## config.mk

```make
export PLATFORM = sky130hd
export DESIGN_NAME = regfile_bist_ctrl
export DESIGN_NICKNAME = d
export VERILOG_FILES = /design/src/rtl/regfile_bist_ctrl.sv
export SDC_FILE = /design/constraint.sdc
export NUM_CORES = 1
export LEC_CHECK = 0
export CAP_MARGIN = 20
export CORE_MARGIN = 2
export CORE_UTILIZATION = 51
export DETAILED_ROUTE_END_ITERATION = 8
export GPL_ROUTABILITY_DRIVEN = 0
export HOLD_SLACK_MARGIN = 0.06
export PLACE_DENSITY_LB_ADDON = 0.15
export SLEW_MARGIN = 20
export SYNTH_ARGS = -nofsm -noshare
export SYNTH_HDL_FRONTEND = slang
export SYNTH_SLANG_ARGS = --single-unit
```

## constraint.sdc

```tcl
create_clock -name Clk -period 3.72 [get_ports Clk]
set_clock_uncertainty 0.05 [all_clocks]
set_input_delay 0.558 -clock Clk [delete_from_list [all_inputs] [get_ports Clk]]
set_output_delay 0.558 -clock Clk [all_outputs]
set_load 0.02 [all_outputs]
```

## src/rtl/regfile_bist_ctrl.sv

```systemverilog
// BIST initiator for the 32x32 register file: writes a seeded pattern, reads it back in pairs.
// Optional complement second pass is enabled by defining REGFILE_BIST_INV_PASS_EN.
module regfile_bist_ctrl #(
    parameter int NREGS   = 32,
    parameter int SKIP_R0 = 0
) (
    input  logic        Clk,
    input  logic        Rst_n,
    input  logic        Start,
    input  logic [31:0] Seed,
    output logic        Busy,
    output logic        Done,
    output logic        Fail,
    output logic [4:0]  FailAdr,
    output logic [4:0]  Adr1,
    output logic [4:0]  Adr2,
    output logic [4:0]  Awr,
    output logic [31:0] Din,
    output logic        WrEn,
    input  logic [31:0] Dout1,
    input  logic [31:0] Dout2
);
    typedef enum logic [1:0] {IDLE, WRITE, READ, DONE} state_t;

    localparam logic [5:0] K0    = (SKIP_R0 != 0) ? 6'd1 : 6'd0;
    localparam logic [5:0] KLAST = 6'(NREGS - 1);

`ifdef REGFILE_BIST_INV_PASS_EN
    localparam bit INV_PASS = 1'b1;
`else
    localparam bit INV_PASS = 1'b0;
`endif

    state_t      state;
    logic [5:0]  k;
    logic [5:0]  k_p1;
    logic [5:0]  k_p2;
    logic [31:0] seed_l;
    logic        inv;
    logic        vld_p1;
    logic        rd_last;
    logic        err1;
    logic        err2;

    function automatic logic [31:0] pat(input logic [4:0] a, input logic [31:0] s, input logic n);
        logic [31:0] p;
        p = s ^ {a, a, a, a, a, a, a[1:0]};
        return n ? ~p : p;
    endfunction

    // Second read address clamps at the top register instead of wrapping to 0.
    function automatic logic [4:0] sat_adr(input logic [5:0] a);
        return (a > KLAST) ? KLAST[4:0] : a[4:0];
    endfunction

    assign k_p1 = k + 6'd1;
    assign k_p2 = k + 6'd2;
    assign err1 = (Dout1 != pat(Adr1, seed_l, inv));
    assign err2 = (Dout2 != pat(Adr2, seed_l, inv));

    always_ff @(posedge Clk) begin
        if (!Rst_n) begin
            state   <= IDLE;
            Busy    <= 1'b0;
            Done    <= 1'b0;
            Fail    <= 1'b0;
            FailAdr <= '0;
            Adr1    <= '0;
            Adr2    <= '0;
            Awr     <= '0;
            Din     <= '0;
            WrEn    <= 1'b0;
            k       <= '0;
            inv     <= 1'b0;
            vld_p1  <= 1'b0;
            rd_last <= 1'b0;
        end else begin
            case (state)
                IDLE, DONE: begin
                    if (Start) begin
                        seed_l  <= Seed;
                        Done    <= 1'b0;
                        Fail    <= 1'b0;
                        FailAdr <= '0;
                        Busy    <= 1'b1;
                        k       <= K0;
                        inv     <= 1'b0;
                        vld_p1  <= 1'b0;
                        rd_last <= 1'b0;
                        state   <= WRITE;
                    end
                end
                WRITE: begin
                    WrEn <= 1'b1;
                    Awr  <= k[4:0];
                    Din  <= pat(k[4:0], seed_l, inv);
                    if (k == KLAST) begin
                        k     <= K0;
                        state <= READ;
                    end else begin
                        k <= k_p1;
                    end
                end
                READ: begin
                    WrEn <= 1'b0;
                    Awr  <= '0;
                    Din  <= '0;
                    if (vld_p1 && (err1 || err2)) begin
                        Fail    <= 1'b1;
                        FailAdr <= err1 ? Adr1 : Adr2;
                        Busy    <= 1'b0;
                        Done    <= 1'b1;
                        Adr1    <= '0;
                        Adr2    <= '0;
                        vld_p1  <= 1'b0;
                        state   <= DONE;
                    end else if (rd_last) begin
                        Adr1    <= '0;
                        Adr2    <= '0;
                        vld_p1  <= 1'b0;
                        rd_last <= 1'b0;
                        if (INV_PASS && !inv) begin
                            // First complement write is issued here so the second pass adds no gap cycle.
                            inv   <= 1'b1;
                            WrEn  <= 1'b1;
                            Awr   <= K0[4:0];
                            Din   <= pat(K0[4:0], seed_l, 1'b1);
                            k     <= (K0 == KLAST) ? K0 : K0 + 6'd1;
                            state <= (K0 == KLAST) ? READ : WRITE;
                        end else begin
                            Busy  <= 1'b0;
                            Done  <= 1'b1;
                            state <= DONE;
                        end
                    end else begin
                        Adr1    <= k[4:0];
                        Adr2    <= sat_adr(k_p1);
                        vld_p1  <= 1'b1;
                        rd_last <= (k_p2 > KLAST);
                        k       <= k_p2;
                    end
                end
                default: state <= IDLE;
            endcase
        end
    end
endmodule

```

Fig. 1: run 1, placement by cell class
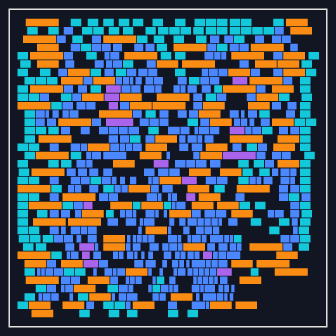
colour	class	cells	share of their area
cyan	other buffers and delay cells	162	24%
blue	all other logic	363	39%
orange	flip-flops	98	34%
purple	clock drivers and dummy loads	16	3.3%

Fig. 2: run 1, routed clock nets over the placement
Scale bar: 20 um.
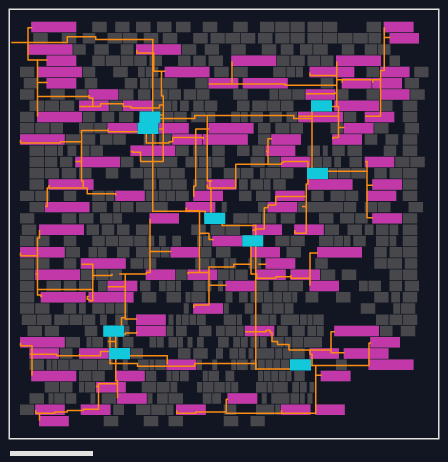
[cyan] cells driving clock nets | count: 9
[magenta] flip-flops | count: 98
[orange] clock wires | length: 1170 um
routed clock nets	10

Fig. 3: run 1, the clock network
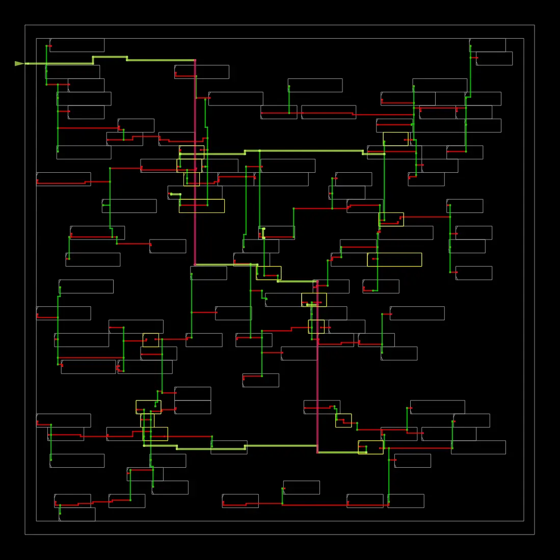
CTS buffer count: 9
CLK BUF: 10
CTS Sinks: 98
sequential cells: 98

==> flow_summary.yaml, run 1 <==
# implementation run metrics
sta:
  fmax_ghz: 0.355
  rsz0062_at_grt: "false"
  relSlewSlack_pct: 43.3
  finalSetupTns_ns: 0
  drv_slew: 0
  period_used_pct: 75.7
  layout_min_cycle_time_ns: 2.82
  worstMarginPinSlew_ns: 0.849
clock_tree:
  cts_root_buffer: "clkbuf_8"
  cts_tree: "built"
  cts_max_level: 3
  clockBufferDepth: 2
  clkTransAtPathRegs_ns: 0.09
  post_cts_resized: 0
  hold_buffers: 0
  post-cts-setup-buffers: 0
  insertion_delay_ns: 0.37
worst_setup_path:
  path_buffers: 2
  critPathCaptureType: "register"
  path_class: "in2reg"
  cp-start-kind: "input pin"
  cp_slowest_stage_delay_ns: 0.48
  critical_path_required_ns: 3.96
  crit_arrival_ns: 3.06
  worst-path-max-fanout: 19
  crit_family: "AND-OR/OR-AND gates"
  crit_slowest_cell: "clkdlybuf4s50_1"
yosys:
  xor_area_share_pct: 19.0
  synth.avg_cell_area_um2: 10.4
  yosysChipArea_um2: 5040
  edf_count: 32
  syn_area_um2: 5040
  synthCells: 486
  yosys-stat-cells: 486
  top_cell_area_share_pct: 26.2
  yosys.area.top_type: "dfxtp_1"
  synthMuxAreaShare_pct: 1.99
  yosys.area_share.aoi_pct: 16.3
  top_cell: "dfxtp_1"
  ys_ff: 98
  logic_family: "XOR/XNOR gates"
  synthesis.nets: 590
  yosys.stat.seqShare_pct: 45.3
  yosys-top-cells-count: "dfxtp_1, xor2_1, xnor2_1, edfxtp_1, a22o_1"
  yosysWarnings: 0
  async_reset_ff_share_pct: 0
  synthTopCellsByArea: "dfxtp_1, edfxtp_1, xor2_1"
  ys_types: 51
  flop_cell: "dfxtp_1"
detailed_routing:
  dr.pass1.iters: 5
  vias_per_cell: 5.62
  drt-total-wl_mm: 14.1
  drt_iter0_markers: 278
  drc: 0
  vias: 4337
pwr:
  comb_power_share_pct: 41.1
  maxPowerGroup: "combinational cells"
  p_clk_share_pct: 19.1
  p_switching_mw: 1.47
  peakVddDrop_mv: 0.395
  p_per_area_nw_per_um2: 570
  sequentialPower_mw: 1.57
  internal-power_mw: 2.48
  p_leak_nw: 2.63
  seq_power_share_pct: 39.8
  comb_power_mw: 1.62
  p_clk_uw: 755
placement:
  place_hpwl_mm: 10.4
  port_buffers: 154
  dp.cells: 756
layout:
  finalNonFillerCells: 772
  layout-drive-gt1-share_pct: 4.54
  final_nets: 738
  antennaDiodeCount: 0
  top_regs: "Din x32, seed_l x32, k x6"
  syn_to_final_growth_pct: 37.7
grt:
  gr-total-overflow: 0
  antenna_found_initial: 0
  track_usage_pct: 26.5
  grt_first_pass_wirelength_mm: 21.5
  grt_max_degree: 33
  grt_pass1_vias: 4195
floorplan:
  die_w_um: 103
  num_rows: 36
  fp.dieH_um: 103
  coreArea_um2: 9680
  die_area_um2: 10700
  initCoreUtil_pct: 52.0
  num_io_pins: 155
status:
  status: "completed"
hold_path:
  min_path_type: "reg2reg"
run:
  cap_violations: 0
  tool_warnings: 28
==> run 1: cells in the final DEF (no fill, tap or decap), types with 14 or more instances in the layout <==
| cell | instances |
|---|---|
| clkdlybuf4s50_1 | 154 |
| nand2_1 | 15 |
| nand2b_1 | 15 |
| a21oi_1 | 14 |
| edfxtp_1 | 32 |
| xnor2_1 | 53 |
| a22o_1 | 31 |
| nor2_1 | 26 |
| dfxtp_1 | 66 |
| xor2_1 | 56 |
| nand3_1 | 18 |
==> run 1: worst paths after layout <==
check              from          to  slack [ns]  depth (start not counted)
max           Dout2[19]  FailAdr[3]        0.90                          9
max reg2reg  seed_l[29]  FailAdr[3]        0.99                          8
min                Done        Done        0.42                          2
min reg2reg        Done        Done        0.42                          2
==> run 1: layer usage <==
layer	vias up	global-route usage (%)	wire length, um
li1	2071	-	-
met1	2034	34.0	5850
met2	219	43.6	6790
met3	13	7.66	1310
met4	0	7.79	142
met5	-	0	0
==> run 1: final cells by class <==
class                      instances  area [um2]
clock buffer                      10         149
clock inverter                     6        72.6
fill                             708        2750
inverter                           8        30.0
multi-input combinational        355        2630
sequential                        98        2280
tap                              133         166
timing repair buffer             162        1600
==> run 1: per-stage QoR <==
stage | setup WS [ns] | util (%) | instance area [um2] | power [mW] | hold slack [ns]
floorplan | 1.26 | - | 5040 | 2.51 | 0.422
detailed placement | 0.572 | 69.3 | 6710 | 3.21 | 0.412
finish | 0.904 | 71.6 | 6930 | 3.95 | 0.424
global placement | 0.617 | 69.3 | 6710 | 3.17 | 0.384
global route | 0.718 | 71.6 | 6930 | 4.15 | 0.450
CTS | 0.935 | 71.6 | 6930 | 3.96 | 0.427
--- run 2 (diff from run 1) ---
- CORE_UTILIZATION: 51 -> 43
- clock period: 3.72 -> 2.4 ns (I/O delays scaled with it)
Fig. 4: run 2, routed metal per tile
The die is cut into 22 by 22 equal tiles; dark blue is low, red is high, scaled to the fullest tile. Values are wire area over tile area, all layers added.
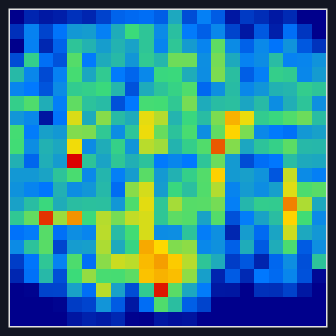
mean over tiles	0.19
nearly empty tiles	7.6%
emptiest ninth of the die	lower right

==> flow_summary.yaml, run 2 <==
# implementation run metrics
floorplan:
  die_area_um2: 12600
  die_w_um: 112
  num_io_pins: 155
  num_rows: 39
pwr:
  peakVddDrop_mv: 0.588
  p_per_area_nw_per_um2: 883
yosys:
  syn_area_um2: 5040
  top_cell_area_share_pct: 26.2
  top_cell: "dfxtp_1"
  async_reset_ff_share_pct: 0
  ys_ff: 98
  synth.avg_cell_area_um2: 10.4
  synthTopCellsByArea: "dfxtp_1, edfxtp_1, xor2_1"
  ys_types: 51
  synthCells: 486
  flop_cell: "dfxtp_1"
  yosys.stat.seqShare_pct: 45.3
  yosys-stat-cells: 486
  yosysWarnings: 0
  yosysChipArea_um2: 5040
  edf_count: 32
clock_tree:
  insertion_delay_ns: 0.35
  hold_buffers: 0
  cts_root_buffer: "clkbuf_16"
  cts_tree: "built"
  clkTransAtPathRegs_ns: 0.07
  cts_inserted_buffers: 9
worst_setup_path:
  path_class: "in2reg"
  worst-path-max-fanout: 8
  cp_slowest_stage_delay_ns: 0.47
  critPathCaptureType: "register"
  crit_arrival_ns: 2.75
  crit_slowest_cell: "clkdlybuf4s50_1"
  r2r_slack_ns: -0.11
  cp-start-kind: "input pin"
  crit_family: "simple AND/OR/NAND/NOR gates"
  crit_path_end: "Busy"
placement:
  dp_worst_setup_slack_ns: -0.592
  dpl_cell_area_um2: 7260
  port_buffers: 154
  place_hpwl_mm: 11.2
layout:
  utilization_pct: 68.5
  antennaDiodeCount: 0
  layout-drive-gt1-share_pct: 17.6
  lay_top_count: "clkdlybuf4s50_1"
  final_nets: 813
  mostFrequentLayoutCells: "clkdlybuf4s50_1, buf_4, dfxtp_1"
  top_regs: "Din x32, seed_l x32, k x6"
detailed_routing:
  drc: 0
  dr.pass1.iters: 4
  vias_per_cell: 5.44
  drt_iter0_markers: 331
  vias: 4658
grt:
  gr-total-overflow: 0
  grt_first_pass_wirelength_mm: 23.8
sta:
  drv_slew: 0
  period_used_pct: 105
  setup_ws_ns: -0.121
  worstMarginPinSlew_ns: 0.705
  finalSetupViolCount: 24
  fmax_ghz: 0.397
  relSlewSlack_pct: 52.8
status:
  status: "complete, but fails checks"
  violations: "setup timing"
hold_path:
  holdPathEnd: "WrEn"
Fig. 5: run 2, placement by cell class
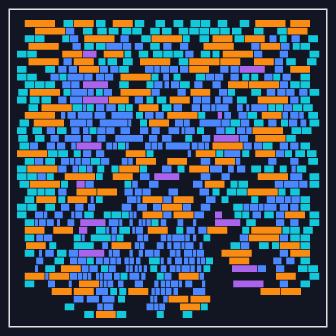
colour	class	cells	share of their area
blue	all other logic	363	37%
purple	clock drivers and dummy loads	16	4.2%
orange	flip-flops	98	30%
cyan	other buffers and delay cells	237	29%

==> run 2: cell counts after synthesis <==
Identical to the previous run, type by type.
==> run 2: cells by family (layout without fill, tap and decap cells) <==
| family | after synthesis | count (layout) | share of synthesized area [%] |
|---|---|---|---|
| AND/OR/NAND/NOR | 125 | 125 | 13.7 |
| XOR/XNOR | 109 | 109 | 19.0 |
| AND-OR/OR-AND | 106 | 106 | 16.3 |
| flip-flops | 98 | 98 | 45.3 |
| buffers and inverters | 33 | 261 | 2.53 |
| multiplexers | 10 | 10 | 1.99 |
| adder cells (fa/ha/maj) | 5 | 5 | 1.24 |
==> run 2: power breakdown <==
group	switching, mW	total, mW	internal (mW)
Combinational	1.52	2.98	1.46
Sequential	0.258	2.37	2.11
Clock	0.655	1.56	0.902
==> run 2: worst reg2reg max path: cells and delay by family (launching register included) <==
family          cells  cell delay (ns)
compound gates      2             0.28
xor+xnor            2             0.32
buf+inv             1             0.17
flops               1             0.50
simple gates        3             1.11
==> run 2: metal layers <==
layer  vias up  global-route usage, %  wire length [um]
met5         -                      0                 0
met4         0                   10.6               378
met1      2227                   32.8              6940
li1       2222                      -                 -
met2       184                   37.3              6810
met3        25                   5.08              1030
==> run 2: timing repair <==
action / CTS / global route
pin swaps: 13 / 9
setup endpoints to repair: 27 / 27
resized: 15 / 13
setup buffers: 2 / 5
==> run 2: metrics by stage <==
step           power, mW  instances
2_1_floorplan       3.89        486
3_3_place_gp        5.20        834
3_5_place_dp        5.25        834
4_1_cts             6.87        852
5_1_grt             7.25        857
6_report            6.91        857
==> run 2: area by class of cell <==
type | instances | area (um2)
clock buffer | 11 | 264
clock inverter | 5 | 60.1
multi-input combinational | 355 | 2810
sequential | 98 | 2280
timing repair buffer | 237 | 2200
tap | 143 | 179
fill | 900 | 3600
inverter | 8 | 30.0
--- run 3 (diff from run 2) ---
- CORE_MARGIN: 2 -> 5
- CORE_UTILIZATION: 43 -> 57
- DONT_BUFFER_PORTS: default -> 1
- SETUP_SLACK_MARGIN: default -> 0.5
Fig. 6: run 3, routed metal per tile
The die is cut into 21 by 21 equal tiles; dark blue is low, red is high, scaled to the fullest tile. Values are wire area over tile area, all layers added.
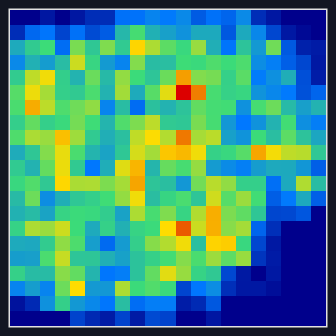
tiles over half the peak	33%
densest ninth of the die	centre
nearly empty tiles	10%
fullest tile	0.57
mean over tiles	0.22
final WL: 14.6 mm
vias post-DR: 4203

==> flow_summary.yaml, run 3 <==
# implementation run metrics
worst_setup_path:
  cp_slowest_stage_delay_ns: 0.45
  path_class: "reg2reg"
  crit_chain: "xnor2_1, buf_4, nand4_1, a2bb2oi_1, nor4_1, a41oi_2, buf_6, or3b_1, a21oi_2"
  worst-path-max-fanout: 12
  cp-start-kind: "register"
  critical_path_required_ns: 2.65
  reg2reg_depth: 9
  critPathCaptureType: "register"
  crit_arrival_ns: 2.82
  crit_slowest_cell: "edfxtp_1"
placement:
  dp.cells: 634
  dpl_cell_area_um2: 5600
  place_hpwl_mm: 10.4
  dp_worst_setup_slack_ns: -0.294
  port_buffers: 0
floorplan:
  num_io_pins: 155
  die_area_um2: 10800
  die_w_um: 104
  initCoreUtil_pct: 58.0
  coreArea_um2: 8680
  fp.dieH_um: 104
  num_rows: 34
detailed_routing:
  drt_iter0_markers: 272
  dr.pass1.iters: 5
  drc: 0
  routed.top_layer: "met4"
  ant_nets: 0
  wl_met3_mm: 1.27
  m1WireLength_mm: 5.66
  vias_per_cell: 6.12
  wl_met2_mm: 7.29
  routedWlPerCell_um: 21.2
yosys:
  synthTopCellsByArea: "dfxtp_1, edfxtp_1, xor2_1"
  synthCells: 486
  yosys-stat-cells: 486
  syn_area_um2: 5040
  ys_types: 51
  yosys-top-cells-count: "dfxtp_1, xor2_1, xnor2_1, edfxtp_1, a22o_1"
  async_reset_ff_share_pct: 0
  yosys.area.top_type: "dfxtp_1"
  yosys.stat.seqShare_pct: 45.3
  yosysWarnings: 0
  synth.avg_cell_area_um2: 10.4
  top_cell: "dfxtp_1"
  ys_ff: 98
  edf_count: 32
  yosysChipArea_um2: 5040
  flop_cell: "dfxtp_1"
  top_cell_area_share_pct: 26.2
  synthesis.nets: 590
grt:
  busiest_layer: "met2"
  use_met2_pct: 44.6
  antenna_found_initial: 0
  grt_pass1_vias: 4392
  gr-usage-met3_pct: 8.69
  grt_use_met1_pct: 31.5
  track_usage_pct: 26.3
  grt_max_degree: 33
  grt_first_pass_wirelength_mm: 23.2
  gr-total-overflow: 0
run:
  tool_warnings: 31
  cap_violations: 0
sta:
  setup_ws_ns: -0.167
  period_used_pct: 107
  finalSetupViolCount: 24
  worstMarginPinSlew_ns: 0.467
  relSlewSlack_pct: 68.8
  fmax_ghz: 0.390
  layout_min_cycle_time_ns: 2.57
  drv_slew: 0
  rsz0062_at_grt: "true"
  hold_viol: 0
  finalSetupTns_ns: -2.51
clock_tree:
  cts_inserted_buffers: 9
  numClockSinks: 98
  cts_root_buffer: "clkbuf_8"
  insertion_delay_ns: 0.36
  cts_tree: "built"
  cts_max_level: 3
  clkTransAtPathRegs_ns: 0.11
  clockBufferDepth: 2
layout:
  syn_to_final_growth_pct: 24.1
  layout-drive-gt1-share_pct: 18.0
  final_nets: 678
  antennaDiodeCount: 0
  mostFrequentLayoutCells: "buf_4, dfxtp_1, xor2_1"
  final_area_um2: 6250
  lay_top_count: "buf_4"
  top_regs: "Din x32, seed_l x32, k x6"
  finalNonFillerCells: 687
hold_path:
  min_path_type: "in2reg"
  holdPathStages: 2
pwr:
  peakVddDrop_mv: 0.517
  finalPower_mw: 5.79
  p_per_area_nw_per_um2: 926
  p_leak_nw: 2.51
status:
  status: "complete, but fails checks"
  violations: "setup timing"
Fig. 7: run 3, routed clock nets over the placement
Scale bar: 20 um.
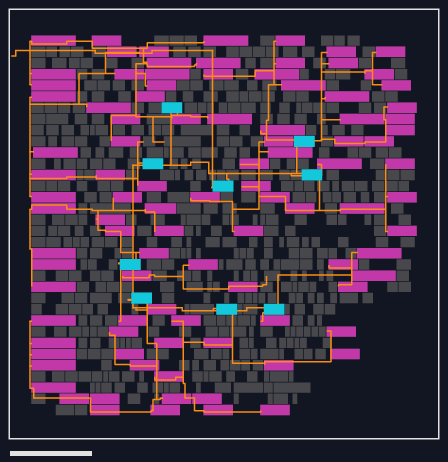
[orange] clock wires | length: 1180 um
[cyan] cells driving clock nets | count: 9
[magenta] flip-flops | count: 98
routed clock nets	10
flops lie	widely spread

[run 3: final timing paths]
check	from	endpoint	slack (ns)
max	seed_l[26]	Busy	-0.17
min reg2reg	state[0]	state[0]	0.46
max reg2reg	seed_l[26]	Busy	-0.17
min	Rst_n	state[0]	0.09
[run 3: logic make-up (layout without fill, tap and decap cells)]
logic type | count (synthesis) | after routing | share of synthesized area (%)
xor gates and xnor gates | 109 | 109 | 19.0
AOI/OAI and AO/OA | 106 | 106 | 16.3
muxes | 10 | 10 | 1.99
adders and majority gates | 5 | 5 | 1.24
and+or+nand+nor | 125 | 125 | 13.7
buffers and inverters | 33 | 126 | 2.53
DFF | 98 | 98 | 45.3
[run 3: critical path: cells and delay by family (launching register included)]
family	cells	cell delay, ns
buffers and inverters	2	0.37
AND/OR/NAND/NOR	3	0.80
AND-OR/OR-AND	3	0.52
flip-flops	1	0.45
XOR/XNOR	1	0.33
[run 3: final cells by class]
cell class	instances	area [um2]
clock inverter	6	52.6
sequential	98	2280
inverter	8	30.0
tap	108	135
clock buffer	10	149
timing repair buffer	102	870
fill	636	2430
multi-input combinational	355	2730
[run 3: metrics by stage]
stage	utilization, %	hold WS (ns)
2_1_floorplan	-	0.409
3_3_place_gp	64.5	0.409
3_5_place_dp	64.5	0.409
4_1_cts	71.0	0.0758
5_1_grt	72.0	0.0859
6_report	72.0	0.0898
[run 3: report_power, final]
group | internal (mW) | switching [mW] | leakage [nW]
logic | 0.904 | 1.04 | 1.57
registers | 2.11 | 0.630 | 0.834
clock network | 0.461 | 0.639 | 0.102
total | 3.47 | 2.31 | 2.51
[run 3: what timing repair did]
item / in CTS / in global routing
hold buffers: 32 / 0
buffers inserted: 0 / 5
pin swaps: 1 / 7
endpoints found under the setup margin: 59 / 59
resized: 8 / 8
endpoints found under the hold margin: 32 / 0
No activity file was given, so power comes from the tool's default toggle rates.
